### M2 wires, run 1

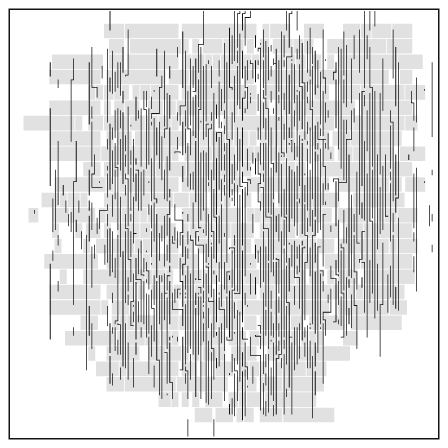
### Met3 routing, run 1

Scale bar: 20 µm.
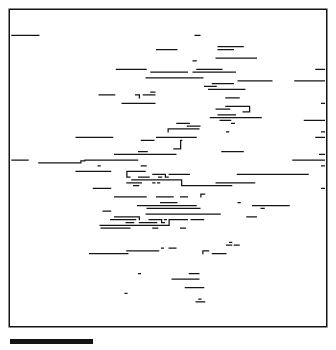
### Routing congestion map, run 1

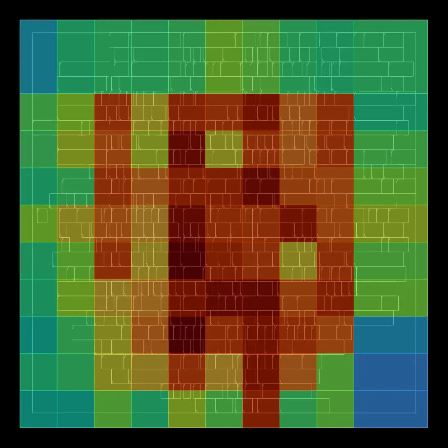
--- src/rtl/ow_byte_engine_if.sv ---
// Command/result bundle between the SPI command decoder and the 1-Wire byte engine.
interface ow_byte_engine_if;
  logic       reset_req;
  logic       write_req;
  logic       read_req;
  logic [7:0] tx_byte;
  logic       busy;
  logic       done;
  logic       presence;
  logic [7:0] rx_byte;

  modport master (
    output reset_req, write_req, read_req, tx_byte,
    input  busy, done, presence, rx_byte
  );

  modport slave (
    input  reset_req, write_req, read_req, tx_byte,
    output busy, done, presence, rx_byte
  );
endinterface

--- src/rtl/ow_byte_engine.sv ---
// 1-Wire bus master: reset/presence, LSB-first byte write and byte read on DQ,
// timed from an internal 1 us tick.
module ow_byte_engine #(
  parameter int unsigned CLKS_PER_US   = 25,
  parameter int unsigned T_RST_LOW     = 480,
  parameter int unsigned T_PRES_SAMPLE = 70,
  parameter int unsigned T_RST_TOTAL   = 960,
  parameter int unsigned T_SLOT        = 70,
  parameter int unsigned T_LOW1        = 6,
  parameter int unsigned T_LOW0        = 60,
  parameter int unsigned T_RD_SAMPLE   = 15
) (
  input  logic              clk,
  input  logic              n_rst,
  ow_byte_engine_if.slave   cmd,
  output logic              wire_out,
  input  logic              wire_in
);

  typedef enum logic [2:0] {
    IDLE, RST_LOW, RST_WAIT, SLOT_LOW, SLOT_REL, DONE
  } state_t;

  typedef enum logic [1:0] {
    OP_RST, OP_WR, OP_RD
  } op_t;

  // Compare against end-1 on a tick so the state changes on the same edge
  // that us_cnt reaches the spec'd microsecond value.
  localparam logic [7:0] PRESC_MAX   = 8'(CLKS_PER_US - 1);
  localparam logic [9:0] RST_LOW_END = 10'(T_RST_LOW - 1);
  localparam logic [9:0] PRES_PT     = 10'(T_RST_LOW + T_PRES_SAMPLE - 1);
  localparam logic [9:0] RST_END     = 10'(T_RST_TOTAL - 1);
  localparam logic [9:0] LOW1_END    = 10'(T_LOW1 - 1);
  localparam logic [9:0] LOW0_END    = 10'(T_LOW0 - 1);
  localparam logic [9:0] RD_PT       = 10'(T_RD_SAMPLE - 1);
  localparam logic [9:0] SLOT_END    = 10'(T_SLOT - 1);

  state_t      state_q, state_d;
  op_t         op_q, op_d;
  logic [7:0]  presc_q, presc_d;
  logic [9:0]  us_cnt_q, us_cnt_d;
  logic [2:0]  bit_cnt_q, bit_cnt_d;
  logic [7:0]  shift_q, shift_d;
  logic        presence_q, presence_d;
  logic [7:0]  rx_byte_q, rx_byte_d;
  logic [1:0]  sync_q, sync_d;

  logic        tick;
  logic        wire_sync;
  logic [9:0]  low_end;

  assign tick      = (presc_q == PRESC_MAX);
  assign wire_sync = sync_q[1];
  assign low_end   = (op_q == OP_WR && !shift_q[0]) ? LOW0_END : LOW1_END;
  assign sync_d    = {sync_q[0], wire_in};

  always_comb begin
    state_d    = state_q;
    op_d       = op_q;
    presc_d    = presc_q;
    us_cnt_d   = us_cnt_q;
    bit_cnt_d  = bit_cnt_q;
    shift_d    = shift_q;
    presence_d = presence_q;
    rx_byte_d  = rx_byte_q;

    if (state_q != IDLE) begin
      presc_d = tick ? 8'd0 : presc_q + 8'd1;
      if (tick) begin
        us_cnt_d = us_cnt_q + 10'd1;
      end
    end

    case (state_q)
      IDLE: begin
        presc_d   = 8'd0;
        us_cnt_d  = 10'd0;
        bit_cnt_d = 3'd0;
        if (cmd.reset_req) begin
          op_d    = OP_RST;
          state_d = RST_LOW;
        end else if (cmd.write_req) begin
          op_d    = OP_WR;
          shift_d = cmd.tx_byte;
          state_d = SLOT_LOW;
        end else if (cmd.read_req) begin
          op_d    = OP_RD;
          shift_d = 8'h00;
          state_d = SLOT_LOW;
        end
      end

      RST_LOW: begin
        if (tick && us_cnt_q == RST_LOW_END) begin
          state_d = RST_WAIT;
        end
      end

      RST_WAIT: begin
        if (tick && us_cnt_q == PRES_PT) begin
          presence_d = ~wire_sync;
        end
        if (tick && us_cnt_q == RST_END) begin
          state_d = DONE;
        end
      end

      SLOT_LOW: begin
        if (tick && us_cnt_q == low_end) begin
          state_d = SLOT_REL;
        end
      end

      SLOT_REL: begin
        if (op_q == OP_RD && tick && us_cnt_q == RD_PT) begin
          shift_d = {wire_sync, shift_q[7:1]};
        end
        if (tick && us_cnt_q == SLOT_END) begin
          bit_cnt_d = bit_cnt_q + 3'd1;
          if (op_q == OP_WR) begin
            shift_d = {1'b0, shift_q[7:1]};
          end
          if (bit_cnt_q == 3'd7) begin
            state_d = DONE;
            // The last read sample is already in, so rx_byte is valid during DONE.
            if (op_q == OP_RD) begin
              rx_byte_d = shift_q;
            end
          end else begin
            state_d  = SLOT_LOW;
            us_cnt_d = 10'd0;
          end
        end
      end

      DONE: begin
        state_d = IDLE;
      end

      default: begin
        state_d = IDLE;
      end
    endcase
  end

  always_ff @(posedge clk or negedge n_rst) begin
    if (!n_rst) begin
      state_q    <= IDLE;
      op_q       <= OP_RST;
      presc_q    <= 8'd0;
      us_cnt_q   <= 10'd0;
      bit_cnt_q  <= 3'd0;
      shift_q    <= 8'h00;
      presence_q <= 1'b0;
      rx_byte_q  <= 8'h00;
      sync_q     <= 2'b11;
    end else begin
      state_q    <= state_d;
      op_q       <= op_d;
      presc_q    <= presc_d;
      us_cnt_q   <= us_cnt_d;
      bit_cnt_q  <= bit_cnt_d;
      shift_q    <= shift_d;
      presence_q <= presence_d;
      rx_byte_q  <= rx_byte_d;
      sync_q     <= sync_d;
    end
  end

  // Decoded from state so an asynchronous reset releases the line at once.
  assign wire_out     = ~((state_q == RST_LOW) || (state_q == SLOT_LOW));
  assign cmd.busy     = (state_q != IDLE);
  assign cmd.done     = (state_q == DONE);
  assign cmd.presence = presence_q;
  assign cmd.rx_byte  = rx_byte_q;

endmodule

--- src/flat_wrapper.sv ---
// flat-port wrapper written by rule: the top's interface ports become plain ports
module ow_byte_engine_flat 
#(
  parameter int unsigned CLKS_PER_US   = 25,
  parameter int unsigned T_RST_LOW     = 480,
  parameter int unsigned T_PRES_SAMPLE = 70,
  parameter int unsigned T_RST_TOTAL   = 960,
  parameter int unsigned T_SLOT        = 70,
  parameter int unsigned T_LOW1        = 6,
  parameter int unsigned T_LOW0        = 60,
  parameter int unsigned T_RD_SAMPLE   = 15
)
  (clk, n_rst, wire_out, wire_in, cmd_reset_req, cmd_write_req, cmd_read_req, cmd_tx_byte, cmd_busy, cmd_done, cmd_presence, cmd_rx_byte);
  ow_byte_engine_if cmd_i ();
  input  logic clk;
  input  logic n_rst;
  output logic wire_out;
  input  logic wire_in;
  input wire logic [$bits(cmd_i.reset_req)-1:0] cmd_reset_req;
  input wire logic [$bits(cmd_i.write_req)-1:0] cmd_write_req;
  input wire logic [$bits(cmd_i.read_req)-1:0] cmd_read_req;
  input wire logic [$bits(cmd_i.tx_byte)-1:0] cmd_tx_byte;
  output wire logic [$bits(cmd_i.busy)-1:0] cmd_busy;
  output wire logic [$bits(cmd_i.done)-1:0] cmd_done;
  output wire logic [$bits(cmd_i.presence)-1:0] cmd_presence;
  output wire logic [$bits(cmd_i.rx_byte)-1:0] cmd_rx_byte;
  assign cmd_i.reset_req = cmd_reset_req;
  assign cmd_i.write_req = cmd_write_req;
  assign cmd_i.read_req = cmd_read_req;
  assign cmd_i.tx_byte = cmd_tx_byte;
  assign cmd_busy = cmd_i.busy;
  assign cmd_done = cmd_i.done;
  assign cmd_presence = cmd_i.presence;
  assign cmd_rx_byte = cmd_i.rx_byte;
  ow_byte_engine #(.CLKS_PER_US(CLKS_PER_US), .T_RST_LOW(T_RST_LOW), .T_PRES_SAMPLE(T_PRES_SAMPLE), .T_RST_TOTAL(T_RST_TOTAL), .T_SLOT(T_SLOT), .T_LOW1(T_LOW1), .T_LOW0(T_LOW0), .T_RD_SAMPLE(T_RD_SAMPLE)) u_core (.clk(clk), .n_rst(n_rst), .cmd(cmd_i), .wire_out(wire_out), .wire_in(wire_in));
endmodule
--- config.mk ---
export PLATFORM = sky130hd
export DESIGN_NAME = ow_byte_engine_flat
export DESIGN_NICKNAME = d
export VERILOG_FILES = /design/src/rtl/ow_byte_engine_if.sv /design/src/rtl/ow_byte_engine.sv /design/src/flat_wrapper.sv
export SDC_FILE = /design/constraint.sdc
export NUM_CORES = 1
export LEC_CHECK = 0
export ABC_AREA = 1
export CORE_MARGIN = 2
export CORE_UTILIZATION = 52
export CTS_CLUSTER_SIZE = 30
export DETAILED_ROUTE_END_ITERATION = 7
export PLACE_DENSITY = 0.87
export REMOVE_ABC_BUFFERS = 1
export SYNTH_ARGS = -nofsm -noshare
export SYNTH_HDL_FRONTEND = slang
export SYNTH_SLANG_ARGS = --single-unit
--- constraint.sdc ---
create_clock -name clk -period 1.6 [get_ports clk]
set_input_delay 0.24 -clock clk [delete_from_list [all_inputs] [get_ports clk]]
set_output_delay 0.24 -clock clk [all_outputs]
set_load 0.02 [all_outputs]
==> GITHUB_STEP_SUMMARY, run 1 <==
## Synthesis and layout report

| Metric | Value |
|---|---|
| Worst Max-Slew Pin Slew | ~0.47 ns |
| Seq share, synth | between 40 and 50% |
| Post-route standard cell area excluding fillers | roughly 3700 µm² |
| Number of distinct library cell variants in the gate-level netlist after synthesis | 36 |
| Clock period minus worst slack | between 1.5 and 2 ns |
| Cts hold-fix bufs | 1 |
| Share of post-route cells with drive strength above 1 | 31.7% |
| I/O Pins | 26 |
| Combinational family with the most area after synthesis | simple AND/OR/NAND/NOR gates |
| Clock sink count | approximately 45 |
| Outcome | complete, but fails checks |
| Resized cells post-CTS | 18 |
| Crit Reg-Reg Startpoint | u_core.us_cnt_q[8]$_DFF_PN0_ |
| Clk ins delay skew pair | just over 0.3 ns |
| Dominant power group | combinational logic |
| Overflow left after global routing | 0 |
| Top area cell types | dfrtp_1, nand2_1, inv_1, nand3_1, nor2_1 |
| Chip area estimate from yosys synthesis | around 2700 µm² |
| Via count of the first global-routing pass | between 2000 and 2500 |
| Average cell area after synthesis | between 7 and 8 µm² |
| Reg2reg path depth | 8 |
| Comb power frac | between 40% and 50% |
| Critical Path Source Type | flip-flop |
| Worst Hold Launch | wire_in |
| Width of the die | about 76 µm |
| Synth Area in Simple Gates | 32.2% |
| Final setup viols | 32 |
| Clock tree from TritonCTS | yes |
| Adder Area Share | about 3.3% |
| Instance count of the mapped netlist | roughly 350 |
| Initial DRC count | ~280 |
| Violated checks | setup timing |
| Worst setup path start | u_core.us_cnt_q[8]$_DFF_PN0_ |
| Inst Count DP | between 400 and 500 |
| Fin nets | between 400 and 500 |
| Largest net degree at the start of global routing | 27 |
| Total of buffers placed on input and output ports | 25 |
| Multiplexer fraction of the synthesized cell area | 0% |
| Max-slew headroom at the worst pin | between 60 and 70% |
| Arrival time worst endpoint | 2.02 ns |
| Type of the worst setup path | reg -> reg |
| Antenna cells | 0 |
| Most flops, register | u_core.us_cnt_q |
| Buffers from clock root to sink, at most | 2 |
| Static Leak | ~1.9 nW |
| Total global routing track utilization | between 20% and 30% |
| DRC violations left | 0 |
| Die area | 5740 µm² |
| Main synth FF type | dfrtp_1 |
| Placed Instance Area | 3240 µm² |
| CP Data Required Time | about 1.8 ns |
| First-pass iteration count of the detailed router | 5 |
| Worst ir drop on vdd | between 0.7 and 0.8 mV |
| Setup bufs post-CTS | 8 |
| Flip-flop and latch power | about 1.6 mW |
| Xor-xnor portion of the synthesized cell area | 1.96% |
| Synthesis warning total | 0 |
| Worst setup slack after placement | -0.158 ns |
| Global-route wire length before repair | around 11000 µm |
| Initial standard-cell utilization of the core | 53.2% |
| Upper clock frequency limit | approximately 0.55 GHz |
| CTS Buf Count | 5 |
| Core Rows | 26 |
| Number of nets with antenna violations after routing | 0 |
| Max Slew Vio Count | 0 |
| Fin cells | between 400 and 500 |
| Initial antenna violation count | 0 |
| Final hold viol count | 0 |
| Worst setup skew after layout | roughly 0.0077 ns |
| Total power divided by cell area | between 1000 and 1500 nW/µm² |
| Aggregate negative setup slack | -4.09 ns |
| Synthesized registers | 45 |
| CTS clock-pin slew for the worst setup and hold paths | 0.09 ns |
| Switching power of the nets | around 1.8 mW |
| HPWL after detailed placement | approximately 4800 µm |
| Destination of the worst hold path | u_core.sync_q[0]$_DFF_PN1_ |
| Hold path cells | 1 |
| Post-synthesis to final-layout area growth | 39.7% |
| Power in the clock group | 0.753 mW |
| Post-synth design cell area | about 2700 µm² |
| Tool Warnings | 30 |
| Part of the power in the clock network | between 15 and 20% |
| Setup slack after layout | -0.219 ns |
| Library cell with the highest instance count after synthesis | nand2_1 |
| Area leader, netlist | dfrtp_1 |
| Leading post-synthesis cells by instance count | nand2_1, inv_1, dfrtp_1, nand3_1, nor2_1 |
| Synth async-reset ratio | 100% |
| Area fraction of the dominant cell type after synthesis | about two fifths |
| Biggest fanout along the worst timing path | 8 |
| Category of the worst setup path capture point | flip-flop |
| Sequential fraction of design power | 36.8% |
| Internal power | roughly 2.4 mW |
| Worst Setup EP | u_core.shift_q[6]$_DFFE_PN0P_ |
-- 'M2 wires' (at the start) --
nets with wire on the layer: 395
share of all routed wire: 51%
longest straight run: 40.1 µm
met2 Use GR: 41.9%
final wirelength: 8370 µm
routed vias: 2844

-- 'Met3 routing' (at the start) --
wire length on this layer: 537 µm
share of all routed wire: 6.4%
nets with wire on the layer: 75

-- 'Routing congestion map' (at the start) --
met1 usage: 30.8%
post-DR wirelength/cell: 17.0 µm
final cell utilization of the core: 74.3%
GRT Max-Usage Layer: met2

run 1: layout make-up:
cell class              instances  area, µm²
multi-input cells             237       1520
fillers                       312       1300
flip-flops and latches         45       1130
repair buffers                 74        686
inverters                      59        229
well taps                      70       87.6
clock buffers                   5       68.8
clock inverters                 3       25.0
run 1: layout by cell type (no fill, tap or decap), types with 2 or more instances in the layout:
cell type        Yosys  final
nand2_1             64     52
inv_1               53     48
dfrtp_1             43     41
buf_4                0     40
nand3_1             39     30
nor2_1              32     27
clkdlybuf4s50_1      0     18
a21oi_1             20     17
nand2_2              7     14
nand4_1             10     10
nor3_1              10     10
inv_2                5      9
nand3_2              3      9
o21ai_2              8      9
nor2_4               3      7
xor2_1               6      6
nor2_2               4      5
ha_1                 7      5
clkbuf_8             0      5
nand2_4              0      4
o21ai_0              7      4
buf_6                2      4
nand3_4              0      3
a21oi_2              0      3
dlymetal6s2s_1       0      3
buf_12               0      3
o21bai_1             2      2
nor3b_1              2      2
inv_6                0      2
o21ai_1              1      2
ha_4                 0      2
dfrtp_2              0      2
dfstp_2              2      2
run 1: per-layer routing:
| metal | part of all wire [%] | vias up | routed length, µm | global-route usage (%) |
|---|---|---|---|---|
| met5 | 0 | - | 0 | 0 |
| met4 | 6.0 | 0 | 499 | 11.3 |
| met3 | 6.4 | 53 | 536 | 5.29 |
| met2 | 51 | 157 | 4240 | 41.9 |
| met1 | 37 | 1358 | 3090 | 30.8 |
| li1 | - | 1276 | - | - |
run 1: critical path, stage by stage (launching register included):
cell     delay, ns
dfrtp_1       0.46
nor2_1        0.23
nand3_2       0.16
nor2_4        0.24
nand3_4       0.17
nand2_4       0.14
nand2_1       0.10
nand3_1       0.12
a21oi_1       0.08
==> inputs of run 2 (changes only) <==
- ABC_CLOCK_PERIOD_IN_PS: not set -> 1600
- SLEW_MARGIN: not set -> 30
- TNS_END_PERCENT: not set -> 100
==> run 2 against run 1 <==
The flow still finishes with violations (setup timing); area after synthesis stayed put; critical path depth is the same; maximum frequency unchanged; critical path type unchanged; non-clock buffer count unchanged; clock skew stayed put; power unchanged; combinational power barely moved; clock power is essentially flat; critical endpoint unchanged.
==> GITHUB_STEP_SUMMARY, run 2 <==
## Synthesis and layout report

| Metric | Value |
|---|---|
| Cell type group with the largest total delay on the critical path | simple AND/OR/NAND/NOR gates |
| DRC violations left | 0 |
| Flop2flop setup slack | -0.22 ns |
| Master of the slowest instance on the critical path | dfrtp_1 |
| Largest net degree at the start of global routing | 27 |
| Post-DR wirelength/cell | 17.0 µm |
| Hold path cells | 1 |
| Routed vias | about 2800 |
| Final clock period utilization by the worst path | 114% |
| Die area | roughly 5700 µm² |
| Max Slew Vio Count | 0 |
| Category of the worst setup path capture point | flip-flop |
| Tool Warnings | 30 |
| Synthesized registers | between 40 and 50 |
| Aggregate negative setup slack | -4.09 ns |
| Total of buffers placed on input and output ports | 25 |
| Biggest fanout along the worst timing path | 8 |
| Gpl congestion | approximately 0.94 |
| Cell-by-cell listing of the critical path | nor2_1, nand3_2, nor2_4, nand3_4, nand2_4, nand2_1, nand3_1, a21oi_1 |
| Main synth FF type | dfrtp_1 |
| Worst setup skew after layout | 0.00766 ns |
| Worst Max-Slew Pin Slew | between 0.4 and 0.5 ns |
| Clock sink count | approximately 45 |
| Leading post-synthesis cells by instance count | nand2_1, inv_1, dfrtp_1, nand3_1, nor2_1 |
| Final setup viols | 32 |
| Worst Setup EP | u_core.shift_q[6]$_DFFE_PN0P_ |
| Total power divided by cell area | 1130 nW/µm² |
| Vias per inst | around 5.8 |
| Worst ir drop on vdd | about 0.7 mV |
| Final wirelength | ~8400 µm |
| Share of post-route cells with drive strength above 1 | a little under a third |
| Instance count of the mapped netlist | between 300 and 400 |
| Global-route wire length before repair | 10800 µm |
| Critical Path Source Type | flip-flop |
| Worst r2r dst | u_core.shift_q[6]$_DFFE_PN0P_ |
| Width of the die | 75.8 µm |
| Core Rows | 26 |
| Outcome | complete, but fails checks |
| Initial standard-cell utilization of the core | between 50% and 60% |
| Most flops, register | u_core.us_cnt_q |
| Library cell with the highest instance count after synthesis | nand2_1 |
| Total global routing track utilization | about 25% |
| Worst setup path start | u_core.us_cnt_q[8]$_DFF_PN0_ |
| HPWL after detailed placement | 4820 µm |
| Seq share, synth | a little over two fifths |
| Crit Reg-Reg Startpoint | u_core.us_cnt_q[8]$_DFF_PN0_ |
| Violated checks | setup timing |
| Maximum cell stage delay along the critical path | roughly 0.46 ns |
| # Max-Cap Violations | 0 |
| Commonest cells after routing, fill and taps aside | nand2_1, inv_1, dfrtp_1 |
| Overall die height | 75.8 µm |
| Via count of the first global-routing pass | between 2000 and 2500 |
| Synth async-reset ratio | 100% |
| Destination of the worst hold path | u_core.sync_q[0]$_DFF_PN1_ |
| Buffers from clock root to sink, at most | 2 |
| First-pass iteration count of the detailed router | 5 |
| Path type of the worst min-delay path | in -> reg |
| CP Data Required Time | roughly 1.8 ns |
| Inst Count DP | approximately 470 |
| Arrival time worst endpoint | just over 2 ns |
| CTS Buf Count | 5 |
| Initial antenna violation count | 0 |
| Upper clock frequency limit | between 0.5 and 0.6 GHz |
| Chip area estimate from yosys synthesis | around 2700 µm² |
| Worst setup slack after placement | -0.158 ns |
| Clock tree from TritonCTS | yes |
| Post-synth design cell area | 2680 µm² |
| Fin nets | roughly 440 |
| CTS clock-pin slew for the worst setup and hold paths | 0.09 ns |
| Average cell area after synthesis | around 7.8 µm² |
| Overflow left after global routing | 0 |
| Number of distinct library cell variants in the gate-level netlist after synthesis | 36 |
| Max FFs per register | 10 |
| Area leader, netlist | dfrtp_1 |
| EDFF count, synth | 0 |
| Antenna cells | 0 |
| Final hold viol count | 0 |
| Area fraction of the dominant cell type after synthesis | around two fifths |
| Post-synthesis to final-layout area growth | 39.7% |
| Fill cell count | between 300 and 400 |
| Max-slew headroom at the worst pin | between 60 and 70% |
| Setup repair after global routing missed its margin | true |
| Final cell utilization of the core | roughly three quarters |
| Clk ins delay skew pair | between 0.3 and 0.4 ns |
| Number of nets with antenna violations after routing | 0 |
| Initial DRC count | between 200 and 300 |
| Setup slack after layout | -0.219 ns |
| Worst Hold Launch | wire_in |
| Logic depth of the worst path, buffers included | 8 |
| Clock period minus worst slack | roughly 1.8 ns |
| Static Leak | between 1.5 and 2 nW |
| Area of the core region | 5040 µm² |
| Clock root buffer | clkbuf_8 |
| CP bufs+invs | 0 |
| Reg2reg path depth | 8 |
| Top area cell types | dfrtp_1, nand2_1, inv_1, nand3_1, nor2_1 |
| Yosys cell count | 345 |
| Synthesis warning total | 0 |
| I/O Pins | 26 |
| Type of the worst setup path | reg -> reg |
run 2: metrics by stage:
step / hold WS (ns) / area (µm²) / total power [mW]
after floorplan: -0.0556 / 2650 / 2.58
after global placement: 0.210 / 3240 / 3.09
after detailed placement: 0.210 / 3240 / 3.19
after CTS: 0.322 / 3460 / 3.94
after global routing: 0.348 / 3740 / 4.46
final: 0.325 / 3740 / 4.24
run 2: metal layers:
layer | vias up | wire length, µm | global-route usage [%]
li1 | 1276 | - | -
met1 | 1358 | 3090 | 30.8
met2 | 157 | 4240 | 41.9
met3 | 53 | 536 | 5.29
met4 | 0 | 499 | 11.3
met5 | - | 0 | 0
run 2: report_power, final:
part	internal, mW	total [mW]	switching [mW]
Combinational	0.729	1.93	1.20
Clock	0.316	0.753	0.438
Sequential	1.37	1.56	0.189
run 2: area by class of cell:
cell class,count,area (µm²),area share [%]
Inverter,59,229,6.11
Multi-Input combinational cell,237,1520,40.5
Sequential cell,45,1130,30.2
Clock inverter,3,25.0,0.668
Clock buffer,5,68.8,1.84
Timing Repair Buffer,74,686,18.3
Tap cell,70,87.6,2.34
run 2: cell families after synthesis:
family	after synthesis	synth area share [%]
XOR/XNOR	6	1.96
flip-flops	45	42.1
adder cells (fa/ha/maj)	7	3.27
AND-OR/OR-AND	45	10.9
AND/OR/NAND/NOR	179	32.2
buffers and inverters	63	9.52
run 2: what timing repair did:
action / 4_1_cts / 5_1_grt
pin swaps: 4 / 16
gates cloned: 0 / 1
gates resized: 18 / 60
hold buffers: 1 / 0
endpoints found under the setup margin: 33 / 42
endpoints found under the hold margin: 19 / 0
setup buffers: 8 / 6
### Met3 routing, run 2

Scale bar: 20 µm.
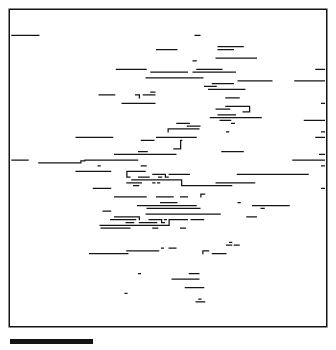
longest straight run: 17.7 µm
main direction: horizontal
share of all routed wire: 6.4%
wire length on this layer: 537 µm
nets with wire on the layer: 75
met3 track utilization from global routing: 5.29%

### Logic cells by family, run 2

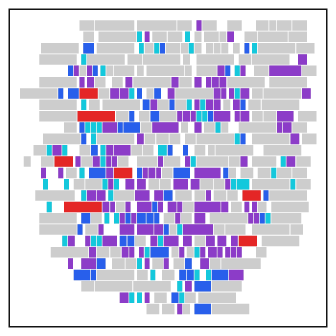
[nand cells] purple | cells: 125 | most used: nand2_1
[fa/ha/maj cells] red | cells: 7 | most used: ha_1
[nor cells] blue | cells: 52 | most used: nor2_1
[inv cells] cyan | cells: 59 | most used: inv_1
fin cells: 493
most numerous logic cell after layout: nand2_1

Power is estimated from default activity; no workload was simulated.
